<file path="src/rtl/aes256_pkg.sv">
`default_nettype none
// ============================================================================
// Module   : aes256_pkg
// Desc     : Shared sizes, host FSM states and byte-slice helper for AES hosts.
// Revision : 1.0
// ============================================================================
package aes256_pkg;

    localparam int AES_BLOCK_BYTES  = 16;
    localparam int AES256_KEY_BYTES = 32;

    typedef enum logic [2:0] {
        IDLE     = 3'd0,
        KEY_LOAD = 3'd1,
        BLK_LOAD = 3'd2,
        START    = 3'd3,
        WAIT     = 3'd4,
        DRAIN    = 3'd5
    } host_state_t;

    // Byte 0 is the most significant byte of the block or key.
    function automatic logic [7:0] byte_lsb(input logic [4:0] idx, input logic is_key);
        logic [4:0] last;
        last = is_key ? 5'(AES256_KEY_BYTES - 1) : 5'(AES_BLOCK_BYTES - 1);
        return {last - idx, 3'b000};
    endfunction

endpackage
`default_nettype wire

</file>
<file path="src/rtl/aes256_byte_serializer.sv">
`default_nettype none
// ============================================================================
// Module   : aes256_byte_serializer
// Desc     : 128-bit load/shift register streaming 16 bytes out MSB first.
// Revision : 1.0
// ============================================================================
module aes256_byte_serializer
    import aes256_pkg::*;
(
    input  logic         clk,
    input  logic         rst,
    input  logic         load_i,
    input  logic [127:0] data_i,
    output logic [7:0]   out_data_o,
    output logic         out_valid_o,
    input  logic         out_ready_i,
    output logic         done_o
);

    localparam logic [3:0] LAST_BYTE = 4'(AES_BLOCK_BYTES - 1);

    logic [127:0] shift_q, shift_d;
    logic [3:0]   cnt_q, cnt_d;
    logic         valid_q, valid_d;
    logic         w_fire;

    assign w_fire      = valid_q & out_ready_i;
    assign out_data_o  = shift_q[127:120];
    assign out_valid_o = valid_q;
    assign done_o      = w_fire && (cnt_q == LAST_BYTE);

    always_comb begin
        shift_d = shift_q;
        cnt_d   = cnt_q;
        valid_d = valid_q;
        if (load_i) begin
            shift_d = data_i;
            cnt_d   = 4'd0;
            valid_d = 1'b1;
        end else if (w_fire) begin
            shift_d = {shift_q[119:0], 8'h00};
            cnt_d   = cnt_q + 4'd1;
            if (cnt_q == LAST_BYTE) begin
                valid_d = 1'b0;
            end
        end
    end

    always_ff @(posedge clk) begin
        if (rst) begin
            shift_q <= '0;
            cnt_q   <= '0;
            valid_q <= 1'b0;
        end else begin
            shift_q <= shift_d;
            cnt_q   <= cnt_d;
            valid_q <= valid_d;
        end
    end

endmodule
`default_nettype wire

</file>
<file path="src/rtl/aes256_byte_host.sv">
`default_nettype none
// ============================================================================
// Module   : aes256_byte_host
// Desc     : Byte-stream front end that loads key/block, starts aes256_core
//            and streams the 16-byte result back out.
// Revision : 1.0
// ============================================================================
module aes256_byte_host
    import aes256_pkg::*;
#(
    parameter int TIMEOUT_CYCLES = 64,
    parameter int CNT_W          = 7
) (
    input  logic         clk,
    input  logic         rst,
    input  logic         load_key_i,
    input  logic         mode_i,
    input  logic [7:0]   in_data_i,
    input  logic         in_valid_i,
    output logic         in_ready_o,
    output logic [7:0]   out_data_o,
    output logic         out_valid_o,
    input  logic         out_ready_i,
    output logic         core_start_o,
    output logic         core_mode_o,
    output logic [127:0] core_text_o,
    output logic [255:0] core_key_o,
    input  logic [127:0] core_result_i,
    input  logic         core_valid_i,
    input  logic         core_busy_i,
    output logic         key_loaded_o,
    output logic         busy_o,
    output logic         err_o
);

    localparam logic [CNT_W-1:0] TMO_LAST  = CNT_W'(TIMEOUT_CYCLES - 1);
    localparam logic [4:0]       KEY_LAST  = 5'(AES256_KEY_BYTES - 1);
    localparam logic [3:0]       BLK_LAST  = 4'(AES_BLOCK_BYTES - 1);

    host_state_t      state_q, state_d;
    logic [4:0]       cnt_q, cnt_d;
    logic [CNT_W-1:0] tmo_q, tmo_d;
    logic [255:0]     key_q, key_d;
    logic [127:0]     text_q, text_d;
    logic             mode_q, mode_d;
    logic             key_loaded_q, key_loaded_d;
    logic             err_q, err_d;

    logic             w_in_ready;
    logic             w_in_fire;
    logic             w_start;
    logic             w_ser_load;
    logic             w_ser_done;

    // A key-load request in IDLE wins over a byte offered in the same cycle.
    assign w_in_ready = ((state_q == IDLE) && key_loaded_q && !load_key_i) ||
                        (state_q == KEY_LOAD) || (state_q == BLK_LOAD);
    assign w_in_fire  = in_valid_i & w_in_ready;

    always_comb begin
        state_d      = state_q;
        cnt_d        = cnt_q;
        tmo_d        = tmo_q;
        key_d        = key_q;
        text_d       = text_q;
        mode_d       = mode_q;
        key_loaded_d = key_loaded_q;
        err_d        = err_q;
        w_start      = 1'b0;
        w_ser_load   = 1'b0;
        case (state_q)
            IDLE: begin
                if (load_key_i) begin
                    state_d      = KEY_LOAD;
                    cnt_d        = 5'd0;
                    key_loaded_d = 1'b0;
                end else if (w_in_fire) begin
                    mode_d = mode_i;
                    text_d[byte_lsb(5'd0, 1'b0) +: 8] = in_data_i;
                    cnt_d   = 5'd1;
                    state_d = BLK_LOAD;
                end
            end
            KEY_LOAD: begin
                if (w_in_fire) begin
                    key_d[byte_lsb(cnt_q, 1'b1) +: 8] = in_data_i;
                    cnt_d = cnt_q + 5'd1;
                    if (cnt_q == KEY_LAST) begin
                        key_loaded_d = 1'b1;
                        state_d      = IDLE;
                    end
                end
            end
            BLK_LOAD: begin
                if (w_in_fire) begin
                    text_d[byte_lsb({1'b0, cnt_q[3:0]}, 1'b0) +: 8] = in_data_i;
                    cnt_d = {1'b0, cnt_q[3:0] + 4'd1};
                    if (cnt_q[3:0] == BLK_LAST) begin
                        state_d = START;
                    end
                end
            end
            START: begin
                if (!core_busy_i) begin
                    w_start = 1'b1;
                    tmo_d   = '0;
                    state_d = WAIT;
                end
            end
            WAIT: begin
                if (core_valid_i) begin
                    w_ser_load = 1'b1;
                    state_d    = DRAIN;
                end else if (tmo_q == TMO_LAST) begin
                    err_d   = 1'b1;
                    state_d = IDLE;
                end else begin
                    tmo_d = tmo_q + 1'b1;
                end
            end
            DRAIN: begin
                if (w_ser_done) begin
                    state_d = IDLE;
                end
            end
            default: state_d = IDLE;
        endcase
    end

    always_ff @(posedge clk) begin
        if (rst) begin
            state_q      <= IDLE;
            cnt_q        <= '0;
            tmo_q        <= '0;
            key_q        <= '0;
            text_q       <= '0;
            mode_q       <= 1'b0;
            key_loaded_q <= 1'b0;
            err_q        <= 1'b0;
        end else begin
            state_q      <= state_d;
            cnt_q        <= cnt_d;
            tmo_q        <= tmo_d;
            key_q        <= key_d;
            text_q       <= text_d;
            mode_q       <= mode_d;
            key_loaded_q <= key_loaded_d;
            err_q        <= err_d;
        end
    end

    aes256_byte_serializer u_ser (
        .clk         (clk),
        .rst         (rst),
        .load_i      (w_ser_load),
        .data_i      (core_result_i),
        .out_data_o  (out_data_o),
        .out_valid_o (out_valid_o),
        .out_ready_i (out_ready_i),
        .done_o      (w_ser_done)
    );

    assign in_ready_o   = w_in_ready;
    assign core_start_o = w_start;
    assign core_mode_o  = mode_q;
    assign core_text_o  = text_q;
    assign core_key_o   = key_q;
    assign key_loaded_o = key_loaded_q;
    assign busy_o       = (state_q != IDLE);
    assign err_o        = err_q;

endmodule
`default_nettype wire

</file>
<file path="config.mk">
export PLATFORM = sky130hd
export DESIGN_NAME = aes256_byte_host
export DESIGN_NICKNAME = d
export VERILOG_FILES = /design/src/rtl/aes256_pkg.sv /design/src/rtl/aes256_byte_serializer.sv /design/src/rtl/aes256_byte_host.sv
export SDC_FILE = /design/constraint.sdc
export NUM_CORES = 1
export LEC_CHECK = 0
export CAP_MARGIN = 25
export CORE_ASPECT_RATIO = 1.4
export CORE_MARGIN = 2
export CORE_UTILIZATION = 45
export DETAILED_ROUTE_END_ITERATION = 10
export PLACE_DENSITY = 0.74
export SLEW_MARGIN = 10
export SYNTH_ARGS = -nofsm -noshare
export SYNTH_HDL_FRONTEND = slang
export SYNTH_HIERARCHICAL = 1
export SYNTH_SLANG_ARGS = --single-unit
</file>
<file path="constraint.sdc">
create_clock -name clk -period 4.05 [get_ports clk]
set_input_delay 0.81 -clock clk [delete_from_list [all_inputs] [get_ports clk]]
set_output_delay 0.81 -clock clk [all_outputs]
set_load 0.05 [all_outputs]
</file>
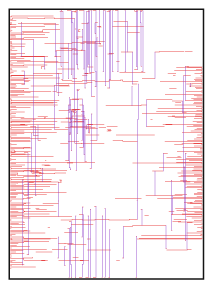
*Signal wires by layer*
Scale: 1 px per µm. Two of the layers only.
Key: red = metal 3 [wire length 7330 µm]; purple = metal 4 [wire length 4620 µm]
Routed WL: 76620 µm
detail-routed net length per standard cell: 21.67 µm
global router's overall resource usage: 28.53%
via count: 19820

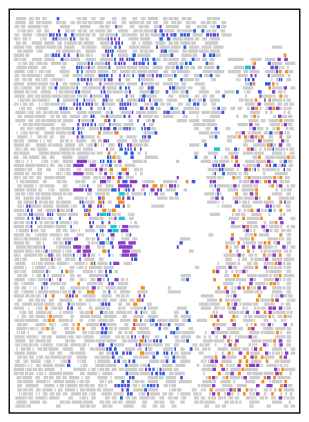
*Logic cells by family*
Scale: 1.5 px per µm.
Key: blue = nand cells [cells 372, most used nand2_1]; orange = and/or cells [cells 167, most used and3_1]; purple = aoi and oai cells [cells 331, most used a211oi_1, where all over the die]; cyan = fa/ha/maj cells [cells 7, most used ha_1]
commonest non-fill, non-tap cell in the layout: clkdlybuf4s50_1
non-filler cells in the finished layout: 3536
logic share of the area: 36.09%

==> results.sh <==
# physical design summary
export IMPL_layout_clock_cell_area_share_pct=5.737
export IMPL_synth_avg_cell_area_um2=9.265
export IMPL_total_leakage_power_nw=10.63
export IMPL_netlist_top_cells_count="dfxtp_1 (535), mux2i_1 (217), nor2_1 (217)"
export IMPL_yosysSeqAreaShare_pct=47.75
export IMPL_place_gp_congestion=0.9026
export IMPL_power_density_cell_area_nw_per_um2=377.6
export IMPL_yosys_area_share_xor_xnor_pct=0.4295
export IMPL_clk_power_mw=4.92
export IMPL_post_place_cells=3440
export IMPL_cts_path_max_buffers=3
export IMPL_gate_family_responsible_for_the_most_delay_along_the_worst_path="buffers and inverters"
export IMPL_critPathArrivalTime_ns=2.88
export IMPL_crit_start="state_q[2]"
export IMPL_ir_drop_uv=343.8
export IMPL_ys_dominant_reg_cell="dfxtp_1"
export IMPL_clock_root_buffer="clkbuf_16"
export IMPL_use_met3_pct=9.743
export IMPL_run_status="finished clean"
export IMPL_multi_input_comb_cells=1669
export IMPL_met1_usage_pct=31.28
export IMPL_drc=0
export IMPL_log_warning_count=41
export IMPL_clock_buffers=77
export IMPL_port_buffer_count=542
export IMPL_floorplan_nets=2572
export IMPL_enable_flop_cells=0
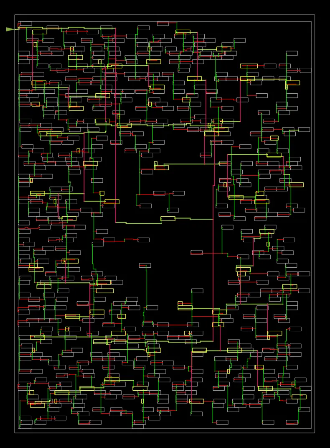
*The clock network*
Flop Count: 535
total CTS buffers: 53

